### Wires at chosen ports, followed through buffers

Bar = 20 um.
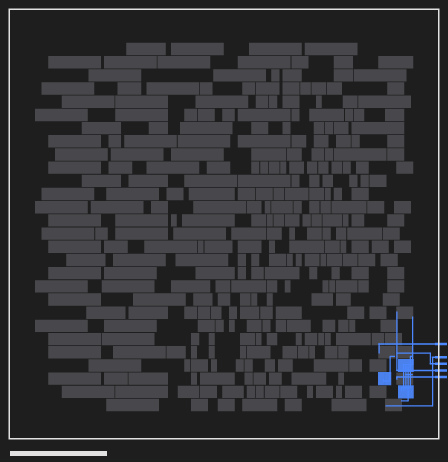
### Met1 routing

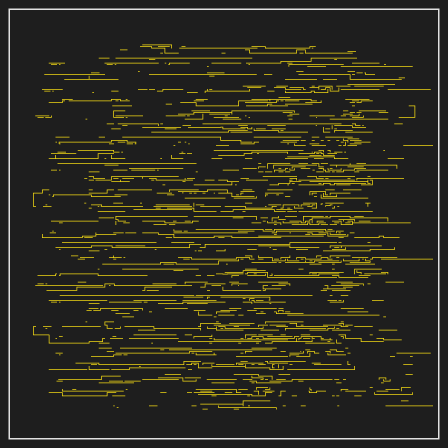
File: src/rtl/pc_sequencer_pkg.sv
// Shared CPU definitions: opcode encodings, default address width and the
// next-PC source selector used by the program-counter sequencer.
package pc_sequencer_pkg;

  localparam int ADDR_W_DEFAULT = 8;

  localparam logic [4:0] OP_JMP  = 5'b01110;
  localparam logic [4:0] OP_BEQ  = 5'b01111;
  localparam logic [4:0] OP_BNE  = 5'b10000;
  localparam logic [4:0] OP_CALL = 5'b10001;
  localparam logic [4:0] OP_RET  = 5'b10010;

  typedef enum logic [1:0] {
    PC_SEQ    = 2'd0,
    PC_TARGET = 2'd1,
    PC_RETURN = 2'd2,
    PC_HOLD   = 2'd3
  } pcSel_e;

  // A conditional branch is taken only for BEQ on zero or BNE on non-zero;
  // a branch strobe with any other opcode falls through.
  function automatic logic branchTaken(input logic [4:0] opcode, input logic zeroFlag);
    return ((opcode == OP_BEQ) && zeroFlag) || ((opcode == OP_BNE) && !zeroFlag);
  endfunction

endpackage

File: src/rtl/pc_sequencer_return_stack.sv
// Parameterised LIFO holding return addresses for CALL/RET.
// The caller never asserts push and pop together.
module return_stack #(
  parameter int DATA_W = 8,
  parameter int DEPTH  = 8
) (
  input  logic                       clk,
  input  logic                       rst,
  input  logic                       push,
  input  logic                       pop,
  input  logic [DATA_W-1:0]          data,
  output logic [DATA_W-1:0]          top,
  output logic [$clog2(DEPTH+1)-1:0] depth,
  output logic                       full,
  output logic                       empty
);

  localparam int CNT_W = $clog2(DEPTH + 1);
  localparam int IDX_W = $clog2(DEPTH);

  logic [DATA_W-1:0] mem [DEPTH];
  logic [CNT_W-1:0]  count;
  logic [IDX_W-1:0]  wrIdx;
  logic [IDX_W-1:0]  rdIdx;

  assign wrIdx = IDX_W'(count);
  assign rdIdx = IDX_W'(count - CNT_W'(1));
  assign full  = (count == CNT_W'(DEPTH));
  assign empty = (count == '0);
  assign top   = mem[rdIdx];
  assign depth = count;

  // Entry count: the only state that reset needs to clear.
  always_ff @(posedge clk) begin
    if (rst) begin
      count <= '0;
    end else if (push && !full) begin
      count <= count + CNT_W'(1);
    end else if (pop && !empty) begin
      count <= count - CNT_W'(1);
    end
  end

  // Storage array; entries above the count are stale and never read.
  always_ff @(posedge clk) begin
    if (!rst && push && !full) begin
      mem[wrIdx] <= data;
    end
  end

endmodule

File: src/rtl/pc_sequencer.sv
// Program-counter sequencer: picks the next fetch address from the decoded
// control strobes and keeps a hardware return-address stack for CALL/RET.
module pc_sequencer
  import pc_sequencer_pkg::*;
#(
  parameter int ADDR_W      = ADDR_W_DEFAULT,
  parameter int STACK_DEPTH = 8,
  parameter int RESET_PC    = 0
) (
  input  logic                             clk,
  input  logic                             rst,
  input  logic                             stall,
  input  logic [4:0]                       opcode,
  input  logic                             branch,
  input  logic                             jump,
  input  logic                             call,
  input  logic                             ret,
  input  logic                             zeroFlag,
  input  logic [ADDR_W-1:0]                target,
  output logic [ADDR_W-1:0]                pc,
  output logic                             redirect,
  output logic [$clog2(STACK_DEPTH+1)-1:0] stackDepth,
  output logic                             stackOverflow,
  output logic                             stackUnderflow
);

  logic [ADDR_W-1:0] pcPlus1;
  logic [ADDR_W-1:0] stackTop;
  logic [ADDR_W-1:0] nextPc;
  logic              stackFull;
  logic              stackEmpty;
  logic              doPush;
  logic              doPop;
  logic              setOverflow;
  logic              setUnderflow;
  logic              nextRedirect;
  pcSel_e            pcSel;

  assign pcPlus1 = pc + ADDR_W'(1);

  return_stack #(
    .DATA_W (ADDR_W),
    .DEPTH  (STACK_DEPTH)
  ) u_stack (
    .clk   (clk),
    .rst   (rst),
    .push  (doPush),
    .pop   (doPop),
    .data  (pcPlus1),
    .top   (stackTop),
    .depth (stackDepth),
    .full  (stackFull),
    .empty (stackEmpty)
  );

  // Strobe priority ret > call > jump > branch > sequential; stall and reset freeze everything.
  always_comb begin
    pcSel        = PC_SEQ;
    nextRedirect = 1'b0;
    doPush       = 1'b0;
    doPop        = 1'b0;
    setOverflow  = 1'b0;
    setUnderflow = 1'b0;
    if (rst) begin
      pcSel = PC_SEQ;
    end else if (stall) begin
      pcSel        = PC_HOLD;
      nextRedirect = redirect;
    end else if (ret) begin
      if (stackEmpty) begin
        setUnderflow = 1'b1;
      end else begin
        doPop        = 1'b1;
        pcSel        = PC_RETURN;
        nextRedirect = 1'b1;
      end
    end else if (call) begin
      if (stackFull) begin
        setOverflow = 1'b1;
      end else begin
        doPush       = 1'b1;
        pcSel        = PC_TARGET;
        nextRedirect = 1'b1;
      end
    end else if (jump) begin
      pcSel        = PC_TARGET;
      nextRedirect = 1'b1;
    end else if (branch && branchTaken(opcode, zeroFlag)) begin
      pcSel        = PC_TARGET;
      nextRedirect = 1'b1;
    end
  end

  // Next-PC multiplexer driven by the selected source.
  always_comb begin
    nextPc = pcPlus1;
    case (pcSel)
      PC_TARGET: nextPc = target;
      PC_RETURN: nextPc = stackTop;
      PC_HOLD:   nextPc = pc;
      default:   nextPc = pcPlus1;
    endcase
  end

  // Architectural PC, redirect marker and sticky stack error flags.
  always_ff @(posedge clk) begin
    if (rst) begin
      pc             <= ADDR_W'(RESET_PC);
      redirect       <= 1'b0;
      stackOverflow  <= 1'b0;
      stackUnderflow <= 1'b0;
    end else begin
      pc             <= nextPc;
      redirect       <= nextRedirect;
      stackOverflow  <= stackOverflow | setOverflow;
      stackUnderflow <= stackUnderflow | setUnderflow;
    end
  end

endmodule
File: config.mk
export PLATFORM = sky130hd
export DESIGN_NAME = pc_sequencer
export DESIGN_NICKNAME = d
export VERILOG_FILES = /design/src/rtl/pc_sequencer_pkg.sv /design/src/rtl/pc_sequencer_return_stack.sv /design/src/rtl/pc_sequencer.sv
export SDC_FILE = /design/constraint.sdc
export NUM_CORES = 1
export LEC_CHECK = 0
export CAP_MARGIN = 25
export CORE_MARGIN = 5
export CORE_UTILIZATION = 60
export CTS_CLUSTER_DIAMETER = 60
export DETAILED_ROUTE_END_ITERATION = 10
export PLACE_DENSITY_LB_ADDON = 0.15
export SKIP_LAST_GASP = 1
export SYNTH_ARGS = -nofsm -noshare
export SYNTH_HDL_FRONTEND = slang
export SYNTH_SLANG_ARGS = --single-unit
File: constraint.sdc
create_clock -name clk -period 9.1 [get_ports clk]
set_clock_uncertainty 0.2 [all_clocks]
set_input_delay 1.82 -clock clk [delete_from_list [all_inputs] [get_ports clk]]
set_output_delay 1.82 -clock clk [all_outputs]
set_load 0.1 [all_outputs]
==> ci_impl_report.md <==
### Flow metrics

| Metric | Value |
|---|---|
| Status | completed |
| Largest net degree at the start of global routing | 31 |
| Iter 0 DRT Violations | ~200 |
| Maximum vdd drop | between 0.1 and 0.15 mV |
| Comb area share | 0.314 |
| Area leader, netlist | edfxtp_1 |
| Sw Ratio | 0.293 |
| Crit Path Class | input port to flip-flop |
| Initial antenna violation count | 0 |
| Wire length per cell | roughly 21 um |
| R2r worst-path depth | 11 |
| CTS resizes | 0 |
| Nonclk inv count | 10 |
| Root Driver | clkbuf_8 |
| CTS hold repair buffers | 0 |
| Vias in the first global route | 2384 |
| Num rows | 28 |
| Post-route ant nets | 0 |
| Hold EP | stackOverflow$_SDFF_PP0_ |
| Hold Vio Cnt, Final | 0 |
Back to the opening pictures, 'Wires at chosen ports, followed through buffers':
| colour | port | direction | edge | end cells | buffers | wire |
|---|---|---|---|---|---|---|
| blue | opcode | input | right | 4 | 5 | 122 um |
# IOs: 36
number of I/O port buffers: 35

Back to the opening pictures, 'Met1 routing':
wire length on this layer: 3490 um
nets with wire on the layer: 304
overall routed net length: 8040 um
via count: 2475
met1 Resource Use GR: 0.299

cells in the final DEF, fill, tap and decap left out, types with 5 or more instances in the layout:
cell type,instances
ha_1,5
clkbuf_8,9
nand2_1,11
and3_1,6
nor3b_1,5
a21oi_1,10
mux2i_1,7
nand3_1,11
nor3_1,9
edfxtp_1,64
clkdlybuf4s50_1,35
mux4_2,10
buf_4,5
dfxtp_1,15
xnor2_1,6
inv_1,10
mux2_2,9
o22ai_1,5
nor2_1,17
cell families after synthesis:
group,synth area share
AOI/OAI and AO/OA,0.0881
xor gates and xnor gates,0.0235
adders and majority gates,0.0170
buffers and inverters,0.0323
DFF,0.604
muxes,0.115
and+or+nand+nor,0.120
per-layer routing:
layer,track usage,up-vias,wire [um]
met5,0,-,0
met2,0.341,103,3830
met4,0.0962,0,105
met3,0.0568,11,610
li1,-,1133,-
met1,0.299,1228,3490
worst max-delay path, cell delays in order:
cell and delay [ns]:
clkdlybuf4s50_1 0.46, nand4b_1 0.10, a2bb2o_1 0.29, a211oi_1 0.40, o22ai_1 0.17, ha_1 0.52
nor2b_1 0.27, mux2_2 0.33, a221oi_1 0.22, nor3_1 0.08
metrics by stage:
stage | power [mW] | instance area [um^2] | utilization | instances
after floorplan | 0.517 | 3680 | - | 271
after global placement | 0.554 | 4090 | 0.686 | 370
after detailed placement | 0.555 | 4090 | 0.686 | 370
after CTS | 0.820 | 4290 | 0.720 | 386
after global routing | 0.852 | 4290 | 0.720 | 386
final | 0.819 | 4290 | 0.720 | 386
flip-flops by register name, indices dropped and copies added, names as in the netlist:
register and count:
u_stack.mem 64, stackOverflow 1, pc 8, stackUnderflow 1
redirect 1, u_stack.depth 4
Power is estimated from default activity; no workload was simulated.
